==> src/rtl/hit_judge_if.sv <==
// Link between the note scroller and the hit judge.
// Ports: note_R_judge/note_B_judge (note at judge row), combo (running combo),
//        finish (song end), delete (judge -> scroller, clear the judged note).
interface hit_judge_if;
  logic       note_R_judge;
  logic       note_B_judge;
  logic [7:0] combo;
  logic       finish;
  logic       delete;

  // Scroller side: drives notes/combo/finish, receives delete.
  modport master (
    output note_R_judge, note_B_judge, combo, finish,
    input  delete
  );

  // Judge side.
  modport slave (
    input  note_R_judge, note_B_judge, combo, finish,
    output delete
  );
endinterface

==> src/rtl/hit_judge.sv <==
// Hit judge: debounces red/blue buttons, scores hits, wrong presses and misses at the judge row.
// Latency: delete rises 1 cycle after the debounced press pulse; buttons add 2 sync + DEBOUNCE_CYCLES cycles.
// Backpressure: none; upstream must clear the judge-row note on the cycle after delete.
// Ports: clk, rst (async, active high); red/blue_button raw inputs; yellow_button leaves RESULT;
//        song starts play; link = scroller interface; score/max_combo/hit/miss/wrong counters;
//        result_valid high while in RESULT.
module hit_judge #(
  parameter int DEBOUNCE_CYCLES   = 1000,
  parameter int HIT_POINTS        = 10,
  parameter int COMBO_BONUS_SHIFT = 3,
  parameter int SCORE_W           = 16
) (
  input  logic               clk,
  input  logic               rst,
  input  logic               red_button,
  input  logic               blue_button,
  input  logic               yellow_button,
  input  logic [1:0]         song,
  hit_judge_if.slave         link,
  output logic [SCORE_W-1:0] score,
  output logic [7:0]         max_combo,
  output logic [7:0]         hit_count,
  output logic [7:0]         miss_count,
  output logic [7:0]         wrong_count,
  output logic               result_valid
);

  localparam int CNT_W = $clog2(DEBOUNCE_CYCLES + 1);

  typedef enum logic [1:0] {
    IDLE   = 2'd0,
    PLAY   = 2'd1,
    RESULT = 2'd2
  } state_t;

  state_t state, next_state;

  // Button path; bit 0 is red, bit 1 is blue.
  logic [1:0]       raw, sync1, sync2, deb, deb_d, press;
  logic [CNT_W-1:0] db_cnt [2];

  assign raw = {blue_button, red_button};

  always_ff @(posedge clk or posedge rst) begin
    if (rst) begin
      sync1     <= '0;
      sync2     <= '0;
      deb       <= '0;
      deb_d     <= '0;
      db_cnt[0] <= '0;
      db_cnt[1] <= '0;
    end else begin
      sync1 <= raw;
      sync2 <= sync1;
      deb_d <= deb;
      for (int i = 0; i < 2; i++) begin
        // Count consecutive cycles the synced level disagrees with the debounced one.
        if (sync2[i] == deb[i]) begin
          db_cnt[i] <= '0;
        end else if (db_cnt[i] == CNT_W'(DEBOUNCE_CYCLES - 1)) begin
          deb[i]    <= sync2[i];
          db_cnt[i] <= '0;
        end else begin
          db_cnt[i] <= db_cnt[i] + 1'b1;
        end
      end
    end
  end

  assign press = deb & ~deb_d;

  // FSM
  always_ff @(posedge clk or posedge rst) begin
    if (rst) state <= IDLE;
    else     state <= next_state;
  end

  always_comb begin
    next_state = state;
    case (state)
      IDLE:    if (song != 2'd0)  next_state = PLAY;
      PLAY:    if (link.finish)   next_state = RESULT;
      RESULT:  if (yellow_button) next_state = IDLE;
      default: next_state = IDLE;
    endcase
  end

  // Judging
  logic             del_q, del_d;
  logic [1:0]       note_q;
  logic             lock, hit, miss, start;
  logic [1:0]       wrong_inc;
  logic [SCORE_W:0] score_sum;
  logic [8:0]       wrong_sum;

  assign link.delete = del_q;
  // Lockout spans the delete cycle and the one after, while upstream clears the note.
  assign lock  = del_q | del_d;
  assign start = (state == IDLE) && (song != 2'd0);

  always_comb begin
    hit       = 1'b0;
    wrong_inc = 2'd0;
    // finish wins over any press in the same cycle.
    if (state == PLAY && !link.finish) begin
      if (lock) begin
        wrong_inc = {1'b0, press[0]} + {1'b0, press[1]};
      end else if (press[0] && link.note_R_judge) begin
        hit       = 1'b1;
        wrong_inc = {1'b0, press[1]};
      end else if (press[1] && link.note_B_judge) begin
        hit       = 1'b1;
        wrong_inc = {1'b0, press[0]};
      end else begin
        wrong_inc = {1'b0, press[0]} + {1'b0, press[1]};
      end
    end
  end

  // A note leaving the judge row without having been deleted is a miss; one per cycle.
  assign miss = (state == PLAY) && !del_d &&
                ((note_q[0] && !link.note_R_judge) || (note_q[1] && !link.note_B_judge));

  assign score_sum = {1'b0, score} + (SCORE_W+1)'(HIT_POINTS)
                   + (SCORE_W+1)'(link.combo >> COMBO_BONUS_SHIFT);
  assign wrong_sum = {1'b0, wrong_count} + 9'(wrong_inc);

  always_ff @(posedge clk or posedge rst) begin
    if (rst) begin
      del_q        <= 1'b0;
      del_d        <= 1'b0;
      note_q       <= '0;
      result_valid <= 1'b0;
      score        <= '0;
      max_combo    <= '0;
      hit_count    <= '0;
      miss_count   <= '0;
      wrong_count  <= '0;
    end else begin
      del_q        <= hit;
      del_d        <= del_q;
      note_q       <= {link.note_B_judge, link.note_R_judge};
      result_valid <= (next_state == RESULT);
      if (start) begin
        score       <= '0;
        max_combo   <= '0;
        hit_count   <= '0;
        miss_count  <= '0;
        wrong_count <= '0;
      end else begin
        if (hit) begin
          if (hit_count != 8'hFF) hit_count <= hit_count + 8'd1;
          score <= score_sum[SCORE_W] ? {SCORE_W{1'b1}} : score_sum[SCORE_W-1:0];
        end
        if (wrong_inc != 2'd0) wrong_count <= wrong_sum[8] ? 8'hFF : wrong_sum[7:0];
        if (miss && miss_count != 8'hFF) miss_count <= miss_count + 8'd1;
        if (state == PLAY && link.combo > max_combo) max_combo <= link.combo;
      end
    end
  end

endmodule

==> src/flat_wrapper.sv <==
// flat-port wrapper written by rule: the top's interface ports become plain ports
module hit_judge_flat 
#(
  parameter int DEBOUNCE_CYCLES   = 1000,
  parameter int HIT_POINTS        = 10,
  parameter int COMBO_BONUS_SHIFT = 3,
  parameter int SCORE_W           = 16
)
  (clk, rst, red_button, blue_button, yellow_button, song, score, max_combo, hit_count, miss_count, wrong_count, result_valid, link_note_R_judge, link_note_B_judge, link_combo, link_finish, link_delete);
  hit_judge_if link_i ();
  input  logic clk;
  input  logic rst;
  input  logic red_button;
  input  logic blue_button;
  input  logic yellow_button;
  input  logic [1:0] song;
  output logic [SCORE_W-1:0] score;
  output logic [7:0] max_combo;
  output logic [7:0] hit_count;
  output logic [7:0] miss_count;
  output logic [7:0] wrong_count;
  output logic result_valid;
  input wire logic [$bits(link_i.note_R_judge)-1:0] link_note_R_judge;
  input wire logic [$bits(link_i.note_B_judge)-1:0] link_note_B_judge;
  input wire logic [$bits(link_i.combo)-1:0] link_combo;
  input wire logic [$bits(link_i.finish)-1:0] link_finish;
  output wire logic [$bits(link_i.delete)-1:0] link_delete;
  assign link_i.note_R_judge = link_note_R_judge;
  assign link_i.note_B_judge = link_note_B_judge;
  assign link_i.combo = link_combo;
  assign link_i.finish = link_finish;
  assign link_delete = link_i.delete;
  hit_judge #(.DEBOUNCE_CYCLES(DEBOUNCE_CYCLES), .HIT_POINTS(HIT_POINTS), .COMBO_BONUS_SHIFT(COMBO_BONUS_SHIFT), .SCORE_W(SCORE_W)) u_core (.clk(clk), .rst(rst), .red_button(red_button), .blue_button(blue_button), .yellow_button(yellow_button), .song(song), .link(link_i), .score(score), .max_combo(max_combo), .hit_count(hit_count), .miss_count(miss_count), .wrong_count(wrong_count), .result_valid(result_valid));
endmodule
==> config.mk <==
export PLATFORM = sky130hd
export DESIGN_NAME = hit_judge_flat
export DESIGN_NICKNAME = d
export VERILOG_FILES = /design/src/rtl/hit_judge_if.sv /design/src/rtl/hit_judge.sv /design/src/flat_wrapper.sv
export SDC_FILE = /design/constraint.sdc
export NUM_CORES = 1
export LEC_CHECK = 0
export CAP_MARGIN = 15
export CORE_MARGIN = 2
export CORE_UTILIZATION = 64
export CTS_CLUSTER_SIZE = 30
export DETAILED_ROUTE_END_ITERATION = 10
export DONT_BUFFER_PORTS = 1
export HOLD_SLACK_MARGIN = 0.05
export PLACE_DENSITY = 0.8
export SLEW_MARGIN = 25
export SYNTH_ARGS = -nofsm -noshare
export SYNTH_HDL_FRONTEND = slang
export SYNTH_SLANG_ARGS = --single-unit
==> constraint.sdc <==
create_clock -name clk -period 3.2 [get_ports clk]
set_input_delay 0.32 -clock clk [delete_from_list [all_inputs] [get_ports clk]]
set_output_delay 0.32 -clock clk [all_outputs]
set_load 0.02 [all_outputs]
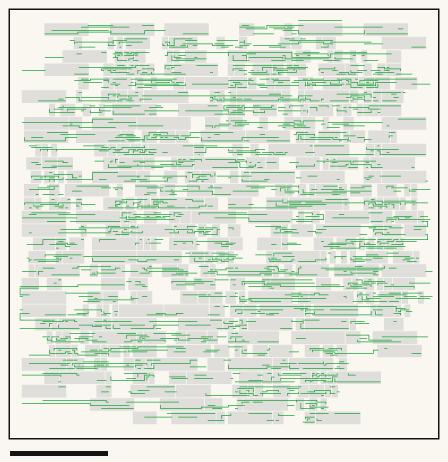
Figure 1: metal 1.
Scale bar: 20 µm.
The longest straight run is 33.6 µm. 475 nets have wire on it. The layer holds 43% of the routed length. The wires run mostly horizontal. The layer carries 3970 µm of wire.

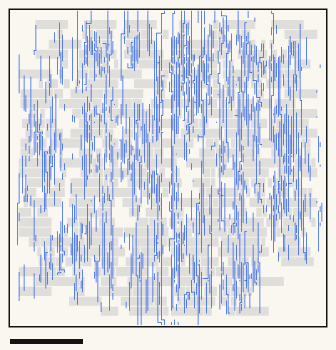
Figure 2: met2 routing.
Scale bar: 20 µm.
The layer holds 48% of the routed length. The wires run mostly vertical. The layer carries 4480 µm of wire. The longest straight run is 33.7 µm.
final wirelength: 9290 µm
DR vias: 3377
routing usage on met2: 42.5%

[synth_stat cells (all sizes together) (4+ instances only)]
cell type / number / area share, %
inv: 35 / 3.0
and3: 15 / 2.2
nor2b: 4 / 0.57
a311oi: 4 / 0.94
dfrtp: 83 / 47
ha: 25 / 7.1
a21oi: 30 / 3.5
nor2: 47 / 4.0
nor3: 5 / 0.57
nand2b: 6 / 0.85
a31o: 5 / 0.99
nand2: 34 / 2.9
mux2: 8 / 2.0
xnor2: 11 / 2.2
clkbuf: 5 / 0.43
nand4: 13 / 1.8
mux2i: 7 / 1.6
nand3: 18 / 2.0
xor2: 17 / 3.4
o21ai: 16 / 2.2
a31oi: 7 / 1.1
[layout make-up]
type / count / area [µm²] / share of cell area [%]
multi-input combinational: 314 / 2170 / 44.5
sequential: 83 / 2080 / 42.6
clock buffer: 12 / 165 / 3.39
timing repair buffer: 15 / 138 / 2.82
inverter: 35 / 133 / 2.72
tap: 80 / 100 / 2.05
clock inverter: 4 / 95.1 / 1.95
[kinds of logic (layout without fill, tap and decap cells)]
| kind of cell | Yosys count | count (layout) | share of synthesized area, % |
|---|---|---|---|
| compound gates | 85 | 85 | 13.6 |
| xor+xnor | 28 | 28 | 5.57 |
| fa+ha+maj | 27 | 27 | 8.01 |
| buf+inv | 43 | 66 | 3.72 |
| flops | 83 | 83 | 47.2 |
| mux | 15 | 15 | 3.64 |
| simple gates | 159 | 159 | 18.3 |
[state kept, by name (all words and copies together), names as in the netlist, 2 cells and up]
| signal | count |
|---|---|
| u_core.db_cnt | 20 |
| u_core.score | 16 |
| u_core.hit_count | 8 |
| u_core.max_combo | 8 |
| u_core.miss_count | 8 |
| u_core.wrong_count | 8 |
| u_core.deb | 2 |
| u_core.deb_d | 2 |
| u_core.note_q | 2 |
| u_core.state | 2 |
| u_core.sync1 | 2 |
| u_core.sync2 | 2 |
[timing repair]
action | in CTS | in global routing
resized | 0 | 2
hold buffers | 5 | 0
endpoints found under the hold margin | 44 | 0
endpoints found under the setup margin | 0 | 3
setup buffers | 0 | 2
[stage by stage]
step | setup slack [ns] | util, % | area, µm² | hold slack (ns) | instances
after floorplan | 0.237 | - | 4400 | 0.331 | 440
after global placement | 0.286 | 67.7 | 4550 | 0.332 | 520
after detailed placement | 0.145 | 67.7 | 4550 | 0.336 | 520
after CTS | 0.128 | 72.3 | 4860 | 0.0589 | 541
after global routing | -0.0749 | 72.6 | 4880 | 0.0705 | 543
final | 0.198 | 72.6 | 4880 | 0.0869 | 543
[layer usage]
metal	up-vias	track usage [%]	wire, µm
li1	1595	-	-
met1	1661	31.2	3970
met2	96	42.5	4480
met3	25	6.54	563
met4	0	13.9	280
met5	-	0	0
[worst min path at each step]
stage / startpoint / to / slack [ns] / cells after the start
after floorplan: u_core.sync1[0] / u_core.sync2[0] / 0.33 / 0
after global placement: rst / u_core.sync2[0] / 0.33 / 1
after detailed placement: rst / u_core.sync1[0] / 0.34 / 1
after CTS: link_finish / u_core.state[0] / 0.06 / 1
after global routing: link_finish / u_core.state[0] / 0.07 / 1
final: link_finish / u_core.state[0] / 0.09 / 1
==> metrics.yaml <==
grt_pass1_wl_um: 15200
async_flop_share_pct: 100
ff_type: "dfrtp_1"
dieWidth_um: 87.0
clock_skew_ns: 0.00803
n_antenna_cell: 0
grt_pass1_vias: 3387
area_delta_synth_final_pct: 10.7
fillCellCount: 495
seqPwrFrac_pct: 46.1
layout-drive-gt1-share_pct: 12.1
crit_path_max_fanout: 5
drtIter0Drc: 168
fp.dieH_um: 87.0
syn_area_per_cell_um2: 10.0
place_hpwl_um: 6390
startpoint: "u_core.deb[0]"
coreArea_mm2: 0.00672
critPathArrivalTime_ns: 3.26
grt_overflow: 0
ff2ff_setup_slack_ns: 0.20
finalHoldViolCount: 0
path_buffers: 1
clockBufferDepth: 2
final_antenna_net_count: 0
seq_power_mw: 1.27
end_kind: "register"
cellLeakagePower_nw: 2.34
fp_util_pct: 65.5
cts_tree: "built"
cp_top_family: "adder cells"
fin_nets: 503
status: "finished clean"
cts_made_buffers: 9
io_buffers: 0
total_power_mw: 2.76
reg2regPathDepth: 12
synth_warnings: 0
min_period_ns: 3.00
hold_path_class: "primary input to register"
edf_count: 0
cp_cell_sequence: "and2b_1 > ha_1 > o21ai_1 > a211o_1 > nor2_2 > ha_1 > inv_1 > fa_1 > nor2b_2 > nand4_1 > nor2b_1 > a311oi_2"
maxSlewViolCount: 0
yosys_register_bits: 83
switchingPower_mw: 0.850
p_per_area_mw_per_mm2: 566
cts.sinks: 83
ys_cells: 440
clkPwrFrac_pct: 34.8
synth_cell_types: 58
drc: 0
grt_max_degree: 44
syn_inst: 440
slowest_stage: "dfrtp_1"
drt_pass1_iterations: 4
warning_count: 26
mostFrequentLayoutCells: "dfrtp_1, nor2_1, nand2_1"
grt_usage_pct: 25.8
syn_area_mm2: 0.00440
num_rows: 30
lay_top_count: "dfrtp_1"
drv_cap: 0
cts_htree_levels: 3
yosysChipArea_mm2: 0.00440
timing.rr.start: "u_core.deb[0]"
pg_clk_mw: 0.961
internal-power_mw: 1.91
cts_root_buffer: "clkbuf_8"
maxPowerGroup: "registers"
io_pins: 68
r2r-end: "u_core.wrong_count[5]"
clkSlewWorstSetupHoldPaths_ns: 0.08
p_comb_share_pct: 19.1
cp.required_ns: 3.46
crit_top_cell: "ha_1"
gp_congestion: 0.850
syn-num-nets: 485
wl_per_cell_um: 17.1
pg_comb_mw: 0.527
swShare_pct: 30.8
peakVddDrop_mv: 0.321
die-area_mm2: 0.00756
clk_latency_ns: 0.35
criticalPathCategory: "register to register"
setup_tns_ns: 0
fin_crit_sh_pct: 93.8
endpoint: "u_core.wrong_count[5]"
cp.depth: 12
worstSetupStartpointType: "register"
vias_per_cell: 6.22
